run_1/final_placement.png
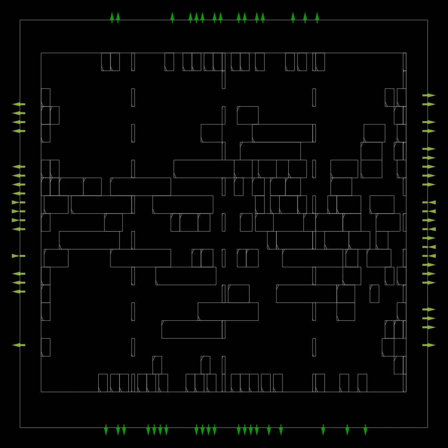
run_1/met2.png
Bar = 20 um.
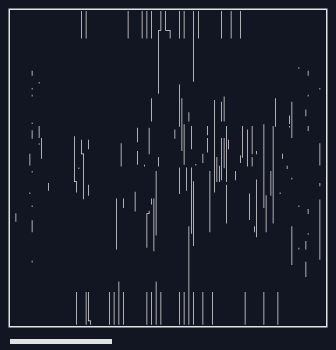
run_1/clock_map.png
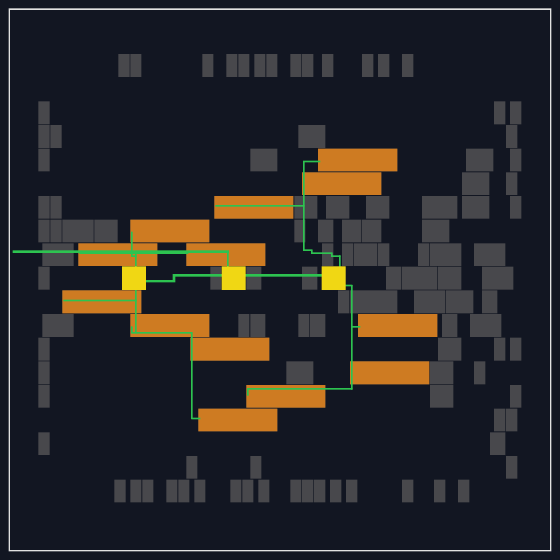
run_1/cell_classes.png
Bar = 20 um. Fill, decap, tap and diode cells in gray.
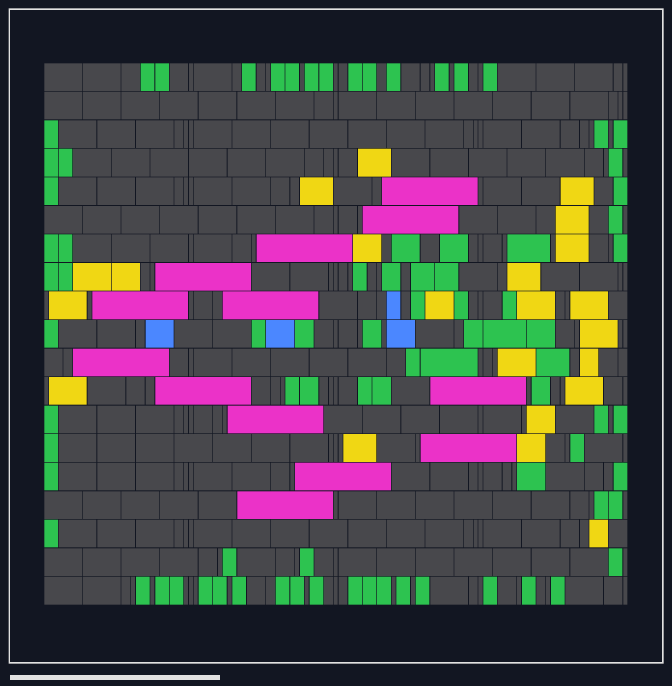
==> config.mk <==
export PLATFORM = sky130hd
export DESIGN_NAME = intr_ctrl
export DESIGN_NICKNAME = d
export VERILOG_FILES = /design/src/rtl/intr_ctrl.sv
export SDC_FILE = /design/constraint.sdc
export NUM_CORES = 1
export LEC_CHECK = 0
export CAP_MARGIN = 20
export CORE_MARGIN = 3
export CORE_UTILIZATION = 30
export CTS_CLUSTER_SIZE = 24
export DETAILED_ROUTE_END_ITERATION = 16
export PLACE_DENSITY = 0.83
export SLEW_MARGIN = 20
export SYNTH_ARGS = -nofsm -noshare
export SYNTH_HDL_FRONTEND = slang
export SYNTH_SLANG_ARGS = --single-unit
==> constraint.sdc <==
create_clock -name clk_i -period 1.5 [get_ports clk_i]
set_input_delay 0.3 -clock clk_i [delete_from_list [all_inputs] [get_ports clk_i]]
set_output_delay 0.3 -clock clk_i [all_outputs]
set_load 0.02 [all_outputs]
==> src/rtl/intr_ctrl.sv <==
// Machine-mode interrupt controller: synchronises timer/external lines,
// prioritises eligible requests and runs the req/ack/mret handshake.
module intr_ctrl #(
    parameter int DW          = 32,
    parameter int SYNC_STAGES = 2,
    parameter bit EDGE_TRIG   = 1'b1
) (
    input  logic          clk_i,
    input  logic          rst_i,
    input  logic          t_intr_i,
    input  logic          e_intr_i,
    input  logic          mstatus_mie_i,
    input  logic          mie_mtie_i,
    input  logic          mie_meie_i,
    input  logic          intr_ack_i,
    input  logic          mret_i,
    output logic          intr_req_o,
    output logic [DW-1:0] intr_cause_o,
    output logic [DW-1:0] mip_o,
    output logic          in_service_o
);

    typedef enum logic [1:0] {IDLE, REQ, SERVICE} state_t;

    localparam logic [DW-1:0] CAUSE_E = {1'b1, {(DW-5){1'b0}}, 4'hB};
    localparam logic [DW-1:0] CAUSE_T = {1'b1, {(DW-5){1'b0}}, 4'h7};

    logic [SYNC_STAGES-1:0] sync_t;
    logic [SYNC_STAGES-1:0] sync_e;
    logic                   s_t;
    logic                   s_e;
    logic                   pend_t;
    logic                   pend_e;
    logic                   elig_t;
    logic                   elig_e;
    logic                   elig_src;
    state_t                 state_q;
    state_t                 state_d;
    logic                   src_q;
    logic                   src_d;
    logic [DW-1:0]          cause_q;
    logic [DW-1:0]          cause_d;

    always_ff @(posedge clk_i or negedge rst_i) begin
        if (!rst_i) begin
            sync_t <= '0;
            sync_e <= '0;
        end else begin
            sync_t[0] <= t_intr_i;
            sync_e[0] <= e_intr_i;
            for (int i = 1; i < SYNC_STAGES; i++) begin
                sync_t[i] <= sync_t[i-1];
                sync_e[i] <= sync_e[i-1];
            end
        end
    end

    assign s_t = sync_t[SYNC_STAGES-1];
    assign s_e = sync_e[SYNC_STAGES-1];

    if (EDGE_TRIG) begin : g_edge
        logic prev_t;
        logic prev_e;
        logic take;

        // src_q: 1 = external, 0 = timer; a new edge beats a same-cycle clear
        assign take = (state_q == REQ) && intr_ack_i;

        always_ff @(posedge clk_i or negedge rst_i) begin
            if (!rst_i) begin
                prev_t <= 1'b0;
                prev_e <= 1'b0;
                pend_t <= 1'b0;
                pend_e <= 1'b0;
            end else begin
                prev_t <= s_t;
                prev_e <= s_e;
                pend_t <= (s_t & ~prev_t) | (pend_t & ~(take & ~src_q));
                pend_e <= (s_e & ~prev_e) | (pend_e & ~(take & src_q));
            end
        end
    end else begin : g_level
        assign pend_t = s_t;
        assign pend_e = s_e;
    end

    always_comb begin
        mip_o     = '0;
        mip_o[11] = pend_e;
        mip_o[7]  = pend_t;
    end

    assign elig_e   = pend_e & mie_meie_i & mstatus_mie_i;
    assign elig_t   = pend_t & mie_mtie_i & mstatus_mie_i;
    assign elig_src = src_q ? elig_e : elig_t;

    always_comb begin
        state_d = state_q;
        src_d   = src_q;
        cause_d = cause_q;
        unique case (state_q)
            IDLE: begin
                if (elig_e) begin
                    state_d = REQ;
                    src_d   = 1'b1;
                    cause_d = CAUSE_E;
                end else if (elig_t) begin
                    state_d = REQ;
                    src_d   = 1'b0;
                    cause_d = CAUSE_T;
                end
            end
            REQ: begin
                if (intr_ack_i) begin
                    state_d = SERVICE;
                end else if (!elig_src) begin
                    state_d = IDLE;
                end
            end
            SERVICE: begin
                if (mret_i) begin
                    state_d = IDLE;
                end
            end
            default: state_d = IDLE;
        endcase
    end

    always_ff @(posedge clk_i or negedge rst_i) begin
        if (!rst_i) begin
            state_q <= IDLE;
            src_q   <= 1'b0;
            cause_q <= '0;
        end else begin
            state_q <= state_d;
            src_q   <= src_d;
            cause_q <= cause_d;
        end
    end

    assign intr_req_o   = (state_q == REQ);
    assign in_service_o = (state_q == SERVICE);
    assign intr_cause_o = cause_q;

endmodule

==> writeup.txt, run 1 <==
The run finished with clean final reports. The detailed-route wire length per cell came out at 7.90 um. The total of buffers placed on input and output ports was 17.

The number of placed instances, taps included, is 160. Looking at the VDD voltage map, the peak drop is 0.515 mV. Capturing point of the worst reg2reg path: intr_cause_o[3]$_DFFE_PN0P_.

The worst setup path is captured at a flop. The first TritonRoute pass finished after 2 iterations. The run gives 1810 um for the first-pass GRT wire length. The fraction of the yosys area taken by sequential cells was 34.4%. Looking at the gate-level netlist, the highest instance count belongs to buf_4.

The analysis attributes to cell leakage a power of 0.521 nW. The report counts max-capacitance violations totalling 0. The per-instance average area after synthesis works out to 9.27 sq um. Setup repair after global routing left no endpoint under its margin. Per the log, the first TritonRoute iteration ended with a DRC count of 7. In the power breakdown, the biggest contributor is combinational logic. Once detailed placement completed, the half-perimeter wirelength came to 1110 um. The arrival time of data at the worst endpoint is listed as 1.59 ns.

The clock network power consumption is 207 uW, and the clock-pin transition on the worst setup and hold timing paths is 0.08 ns. The aggregate negative setup slack was 0 ns; the async set or reset register ratio after synthesis was 100%. The maximum net fanout on the critical path works out to 3.

Per report_power, the combinational group accounts for 48.1% of the total. The number of buffers added by the clock tree synthesis step is 3. Per the repair_timing log after CTS, setup buffers inserted total 0. In this run the cell area measured after placement is 951 sq um.

The logs give 0.27 ns for the insertion delay at the late pin of the worst-skew pair and 102 for the number of instances in the synthesized netlist. In this run the power spent charging and discharging nets is 546 uW. The biggest area contributor in the post-synthesis netlist is buf_4.

The remaining global-route overflow is 0. The area fraction of the largest cell type after synthesis is 49.2%. By area the synthesized netlist is led by buf_4 49%, dfrtp_1 34%, o21ai_0 2.6%, inv_1 2.4%, o41a_1 1.2%.

Hold repair after CTS inserted 0 buffers. The final layout net count is 132. The script computed a power per unit cell area of 1370 nW/um^2. The commonest register cell after synthesis was dfrtp_1. The tools report the clock share of power as 15.6%.

The via count of the first global-routing pass is 403. The horizontal die dimension reported for this design is 62.2 um. The worst path in the final design needs a cycle of 1.43 ns, including I/O delays and setup. The flow reports power dissipated in sequential cells as 481 uW. Worst min-delay path category: in -> async.
## Picture notes: final_placement.png
Core Rows: 19
Core Util, Final: 33.5%

## Picture notes: met2.png
wire length on this layer: 649 um
share of all routed wire: 50%
nets with wire on the layer: 116
main direction: vertical
longest straight run: 19.2 um
fraction of met2 tracks used by global routing: 9.27%
count of vias placed by the detailed router: 506
WL final: 1300 um

## Picture notes: clock_map.png
legend:
  clock wires:
    color: green
    length: 160 um
  cells driving clock nets:
    color: yellow
    count: 3
  flip-flops:
    color: orange
    count: 13
routed clock nets: 4

## Picture notes: cell_classes.png
legend:
  all other logic:
    color: green
    cells: 83
    share_of_their_area: 41%
  clock drivers and dummy loads:
    color: blue
    cells: 4
    share_of_their_area: 2.9%
  flops:
    color: magenta
    cells: 13
    share_of_their_area: 36%
  other buffers and delay cells:
    color: yellow
    cells: 22
    share_of_their_area: 21%
register share of the cell area: 33.7%
core area: 2880 sq um
final cell area excluding filler cells: 965 sq um

==> run 1: repair_timing <==
| item | 4_1_cts | 5_1_grt |
|---|---|---|
| hold endpoints to repair | 0 | 0 |
| pin swaps | 0 | 1 |
| setup endpoints to repair | 9 | 2 |
| resized | 15 | 1 |
| gates cloned | 0 | 0 |
==> run 1: logic make-up after synthesis <==
| logic type | synth area share, % |
|---|---|
| and+or+nand+nor | 6.22 |
| AOI/OAI and AO/OA | 7.41 |
| DFF | 34.4 |
| buffers and inverters | 51.6 |
| other | 0.396 |
==> run 1: registers in the layout, indices dropped and copies added, names as in the netlist <==
name / flops
sync_t: 2
pend_e: 1
sync_e: 2
intr_cause_o: 3
g_edge.prev_e: 1
pend_t: 1
g_edge.prev_t: 1
state_q: 2
==> run 1: layout make-up <==
cell class / instances / area [sq um]
fill: 306 / 1910
multi-input combinational: 77 / 349
sequential: 13 / 325
timing repair buffer: 22 / 189
tap: 42 / 52.6
clock buffer: 4 / 26.3
inverter: 6 / 22.5
==> run 1: metal layers <==
layer	global-route usage, %	routed length (um)
met5	0	0
met1	6.91	423
met3	4.86	223
met4	0	0
met2	9.27	648
==> run 1: placed cells by master, fill, tap and decap left out <==
cell type        synthesis  layout
o21bai_1                 1       1
dfrtp_1                 13      13
nor2_1                   1       1
dlygate4sd2_1            0       7
buf_2                    0       2
or2_1                    1       1
buf_4                   62       5
o41a_1                   1       1
o21ai_0                  5       5
nand3b_1                 1       1
and2_1                   1       1
and2b_2                  1       1
a21o_1                   1       1
inv_1                    6       6
or3b_4                   1       1
a21oi_1                  2       2
or2b_1                   1       1
clkbuf_1                 0       1
clkdlybuf4s50_1          0       8
conb_1                   1      57
clkbuf_4                 0       3
nand2_1                  2       2
a311oi_2                 0       1
--- run 2 (diff from run 1) ---
--- a/config.mk
+++ b/config.mk
@@ -10,8 +10,8 @@
 export CORE_UTILIZATION = 30
 export CTS_CLUSTER_SIZE = 24
 export DETAILED_ROUTE_END_ITERATION = 16
-export PLACE_DENSITY = 0.83
-export SLEW_MARGIN = 20
+export PLACE_DENSITY = 0.86
+export SLEW_MARGIN = 15
 export SYNTH_ARGS = -nofsm -noshare
 export SYNTH_HDL_FRONTEND = slang
 export SYNTH_SLANG_ARGS = --single-unit
==> constraint.sdc (replaced) <==
create_clock -name clk_i -period 1.2 [get_ports clk_i]
set_input_delay 0.24 -clock clk_i [delete_from_list [all_inputs] [get_ports clk_i]]
set_output_delay 0.24 -clock clk_i [all_outputs]
set_load 0.02 [all_outputs]
==> run 2 against run 1 <==
  * The run now ends with setup timing left
  * Critical path type unchanged
  * Power grew 34%
  * Wire length grew 2.9%
  * Global-route usage grew 0.11 points
  * Critical endpoint unchanged
  * Synthesized cell count is the same
  * Setup slack lost 0.28 ns
  * First-iteration DRC count rose by 14%
  * Flip-flop count did not move
  * Clock skew shrank 0.0021 ns
  * Die size unchanged
  * Clock power increased by 27%
  * Area after synthesis unchanged
  * Utilization grew 0.83 points
==> writeup.txt, run 2 <==
In the layout the commonest cells are 57 x conb_1, 13 x dfrtp_1, 8 x clkdlybuf4s50_1. The horizontal die dimension reported for this design is 62.2 um. The per-instance average area after synthesis came out at 9.27 sq um.

In this run the worst hold path is classified as in -> async. The data required time of the critical path is 1.37 ns. The final standard cell area without fillers is 988 sq um, and the total leakage power is 0.539 nW. After detailed routing, the average wire length per cell comes to 7.98 um. The layout summary lists the proportion of cells stronger than drive strength 1 as 19.2%.

The flow ran to the end, but the final reports show violations. The number of clock buffers added by TritonCTS is 3. The number of DRC markers in iteration 0 was 8; the via count of the first global-routing pass was 397.

In the post-synthesis netlist, the cell with the most instances is buf_4. Setup total negative slack on the finished layout was measured at -0.794 ns. The final layout net count is 135. The final route contains 511 vias.

According to the floorplan log, the row count is 19. The total of buffers placed on input and output ports is 17. The first global-routing pass estimated 1870 um of wire.

With the core footprint at 2880 sq um, the post-layout minimum cycle time is 1.41 ns. VDD sags by at most 0.651 mV. In the synthesized netlist, the number of instances is 102. The combinational power share came out at 51.5%.

The largest area contributor in the netlist is buf_4. The commonest register cell after synthesis is dfrtp_1. After detailed placement, the design holds a cell count of 163.

For reference, the final report shows the max-slew violation count at 0. For reference, the clock transition at the flip-flops on the worst setup and hold paths is 0.08 ns. The final reports fail on setup timing.

In the synthesized netlist the async set-or-reset flop fraction comes to 100%. Total power normalized to cell area comes to 1790 nW/um^2. The count of hold buffers inserted by post-cts repair is 0, and the arrival time of the worst setup path is 1.57 ns. The logs give -0.207 ns for the setup slack of the critical path after layout and 973 sq um for the instance area after placement. Summed over all nets, the half-perimeter wirelength after detailed placement is 1130 um. The tools report the final count of negative-setup-slack endpoints as 6. Setup repair after global routing could not meet its margin everywhere. The run gives 1330 um for the final routed wirelength across all metal layers.
## run 2: cell counts after synthesis
No cell type changed its count.
## run 2: cells by family after synthesis
logic type | share of synthesized area, %
flip-flops | 34.4
buffers and inverters | 51.6
AND/OR/NAND/NOR | 6.22
other | 0.396
AND-OR/OR-AND | 7.41
## run 2: timing repair
action,CTS,global route
pin swaps,1,0
buffers inserted,0,0
endpoints found under the setup margin,13,12
gates resized,36,7
## run 2: cell type report
class | count | area, sq um
Clock buffer | 3 | 22.5
Clock inverter | 1 | 5.00
Fill cell | 309 | 1890
Inverter | 6 | 22.5
Multi-Input combinational cell | 77 | 349
Sequential cell | 13 | 325
Tap cell | 42 | 52.6
Timing Repair Buffer | 25 | 211
## run 2: worst paths after layout
| path | end | slack (ns) | cells past startpoint |
|---|---|---|---|
| setup / recovery | intr_cause_o[3]$_DFFE_PN0P_ | -0.21 | 4 |
| hold / removal | sync_t[0]$_DFF_PN0_ | 0.26 | 2 |
| setup reg to reg | intr_cause_o[3]$_DFFE_PN0P_ | -0.21 | 4 |
| hold reg to reg | sync_t[1]$_DFF_PN0_ | 0.36 | 0 |
| max in group asynchronous | state_q[0]$_DFFE_PN0P_ | 0.78 | 2 |
| min in group clk_i | sync_t[1]$_DFF_PN0_ | 0.36 | 0 |
## run 2: power groups by stage
stage	Sequential, mW	Combinational (mW)	Clock (mW)
after CTS	0.600	0.933	0.282
after floorplan	0.640	0.663	0
final	0.598	0.914	0.262
after global placement	0.601	0.898	0
after global routing	0.615	0.987	0.303
after detailed placement	0.601	0.920	0
## run 2: layer usage
layer / wire length, um / up-vias / global-route usage [%]
met3: 203 / 0 / 3.96
met1: 439 / 224 / 6.91
met2: 688 / 40 / 9.95
li1: - / 247 / -
met5: 0 / - / 0
met4: 0 / 0 / 0.829
run_2/clock_map.png
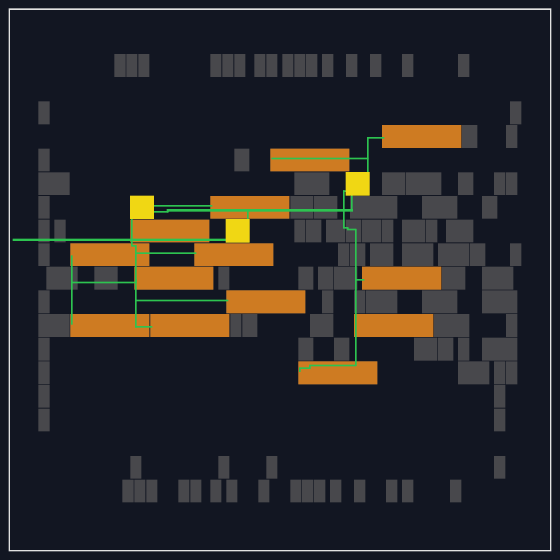
legend:
  cells driving clock nets:
    color: yellow
    count: 3
  clock wires:
    color: green
    length: 163 um
  flip-flops:
    color: orange
    count: 13
routed clock nets: 4
clock distribution power: 262 uW
Insertion Delay late pin: 0.27 ns
part of the power in the clock network: 14.7%
Final Skew: 0.00183 ns

run_2/final_placement.png
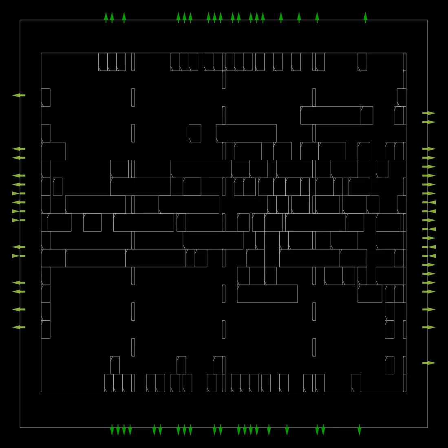
count of flip-flops and latches: 13
well-tap cell count: 42
Cell Count, Final, Fillers Out: 167
register share of the cell area: 32.9%
Core Util, Final: 34.4%

--- run 3 (diff from run 2) ---
--- a/config.mk
+++ b/config.mk
@@ -10,6 +10,7 @@
 export CORE_UTILIZATION = 30
 export CTS_CLUSTER_SIZE = 24
 export DETAILED_ROUTE_END_ITERATION = 16
+export MAX_ROUTING_LAYER = met4
 export PLACE_DENSITY = 0.86
 export SLEW_MARGIN = 15
 export SYNTH_ARGS = -nofsm -noshare
==> run 3 against run 2 <==
  * The flow still finishes with violations (setup timing)
  * Die size is the same
  * Clock power is essentially flat
  * Fmax is the same
  * Register-to-register slack is essentially flat
  * Utilization is the same
  * Sequential power is essentially flat
  * Sequential share of layout area is the same
  * Count of clock-buffer cells in the layout is the same
  * Via count is the same
  * Clock skew is the same
  * Global-route usage grew 0.17 points
  * Setup slack is the same
==> writeup.txt, run 3 <==
The run gives 34.4% for the fraction of the core area covered by cells at the end of the flow. Global routing finished with a remaining overflow of 0. Setup repair after global routing could not meet its margin everywhere. Met3 demand-to-capacity share in global routing: 3.96%.

The logs give 1.37 ns for the data required time of the critical path and 8 for the number of DRC markers in iteration 0. Most common cell in the netlist: buf_4. Post-synth the commonest register cell is dfrtp_1. The area of all sequential standard cells is 325 sq um, and the power per cell area is 1790 nW/um^2. After synthesis, the share of flip-flops with an asynchronous set or reset is 100%.

After global routing, the most crowded layer is met2. The number of vias in the routed layout was 511. The worst setup path is captured at a flop. Across the run, the number of max-cap violations was 0. The instance area after placement is 973 sq um. The register with the most flip-flops in the layout has 3 of them.

The final report lists the setup-violating endpoint count as 6. The final timing report derives a shortest allowable period of 1.41 ns. For the completed layout, the total cell area is recorded as 988 sq um. The peak supply drop is 0.651 mV, and the non-filler instance count after layout is 167.

For this run, global-route usage on met2 was measured as 9.95%. The first-pass GRT wire length came out at 1870 um. The area share of the largest cell type after synthesis came out at 49.2%. The flow ran to the end, but the final reports show violations. With the maximum net fanout on the critical path at 4, the final routed wirelength across all metal layers is 1330 um.

Via count of the first global-routing pass: 397. The clock reaches the later pin of the worst-skew pair after 0.27 ns. STA puts the critical path data arrival time at 1.57 ns. Number of buffers added by the clock tree synthesis step: 3. The run gives 9.27 sq um for the per-instance average area after synthesis.

The run gives 0.539 nW as the total leakage power. The run gives 34.4% as the fraction of the yosys area taken by sequential cells. The largest area contributor in the netlist was buf_4.

The final reports fail on setup timing. The run gives 2880 sq um for the core footprint. Note that the worst hold path type here is in -> async.

The tools report the count of hold buffers inserted by post-cts repair as 0. In the final run the clock tree shows a worst skew of 0.00183 ns. Horizontal die dimension: 62.2 um. Of the cells placed in the final design, the portion with a size suffix greater than 1 is 19.2%. met1 track demand over resource after global routing is 6.91%. Yosys attributes the largest share of cell area to buf_4 49%, dfrtp_1 34%, o21ai_0 2.6%, inv_1 2.4%, o41a_1 1.2%.

The setup slack of the critical path after layout is -0.207 ns. The footprint of the multi-input gates came out at 349 sq um.
run 3: area by class of cell:
type                       count  share of cell area [%]
multi-input combinational     77                    35.3
sequential                    13                    32.9
timing repair buffer          25                    21.4
tap                           42                    5.32
clock buffer                   3                    2.28
inverter                       6                    2.28
clock inverter                 1                   0.506
run 3: cell families (layout without fill, tap and decap cells):
logic type | after synthesis | after routing | synth area share (%)
compound gates | 11 | 11 | 7.41
buf+inv | 68 | 35 | 51.6
flops | 13 | 13 | 34.4
other cells | 1 | 57 | 0.396
simple gates | 9 | 9 | 6.22
run 3: worst paths after layout:
kind                                                to  slack [ns]  depth (start not counted)
max                        intr_cause_o[3]$_DFFE_PN0P_       -0.21                          4
min                                sync_t[0]$_DFF_PN0_        0.26                          2
max reg2reg                intr_cause_o[3]$_DFFE_PN0P_       -0.21                          4
min reg2reg                        sync_t[1]$_DFF_PN0_        0.36                          0
max in group asynchronous       state_q[0]$_DFFE_PN0P_        0.78                          2
min in group clk_i                 sync_t[1]$_DFF_PN0_        0.36                          0
run 3: per-layer routing:
layer	wire (um)	up-vias
li1	-	247
met1	439	224
met2	688	40
met3	203	0
met4	0	0
met5	0	-
run 3: power breakdown:
| part | internal, mW | switching [mW] |
|---|---|---|
| clock | 0.123 | 0.138 |
| combinational | 0.398 | 0.516 |
| sequential | 0.541 | 0.0572 |
| total | 1.06 | 0.711 |
run 3: metrics by stage:
step                      setup WS (ns)  hold WS [ns]
after global placement           -0.398         0.332
after floorplan                 -0.0702       -0.0556
after CTS                        -0.202         0.255
final                            -0.207         0.262
after global routing             -0.252         0.259
after detailed placement         -0.418         0.336
run 3: what timing repair did:
item                       4_1_cts  5_1_grt
pin swaps                        1        0
gates cloned                     0        0
gates resized                   36        7
setup endpoints to repair       13       12
run_3/final_placement.png
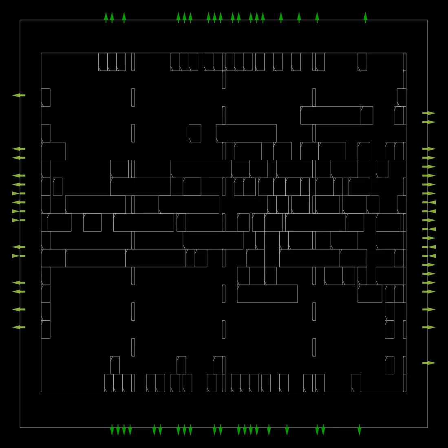
Filler Cells Inserted: 309

run_3/cell_classes.png
Bar = 20 um. Fill, decap, tap and diode cells in gray.
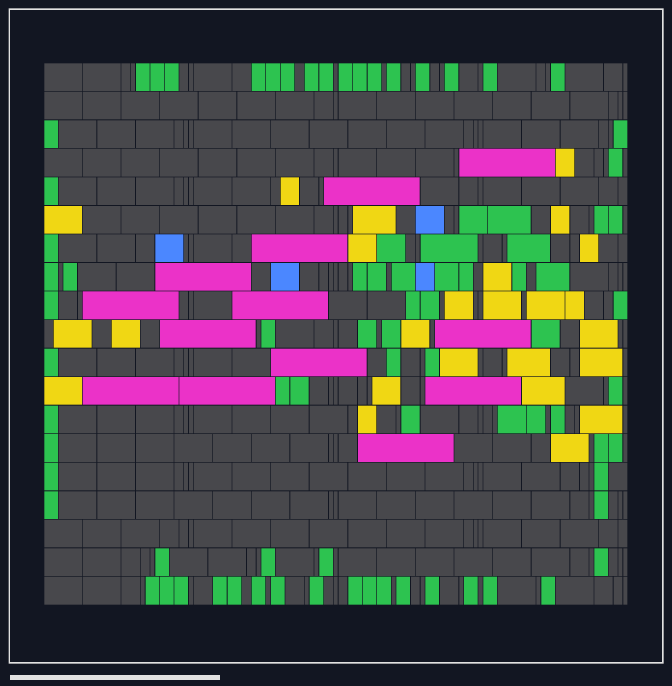
legend:
  other buffers and delay cells:
    color: yellow
    cells: 25
    share_of_their_area: 23%
  all other logic:
    color: green
    cells: 83
    share_of_their_area: 40%
  clock drivers and dummy loads:
    color: blue
    cells: 4
    share_of_their_area: 2.9%
  flops:
    color: magenta
    cells: 13
    share_of_their_area: 35%

Power and IR drop assume default switching activity.
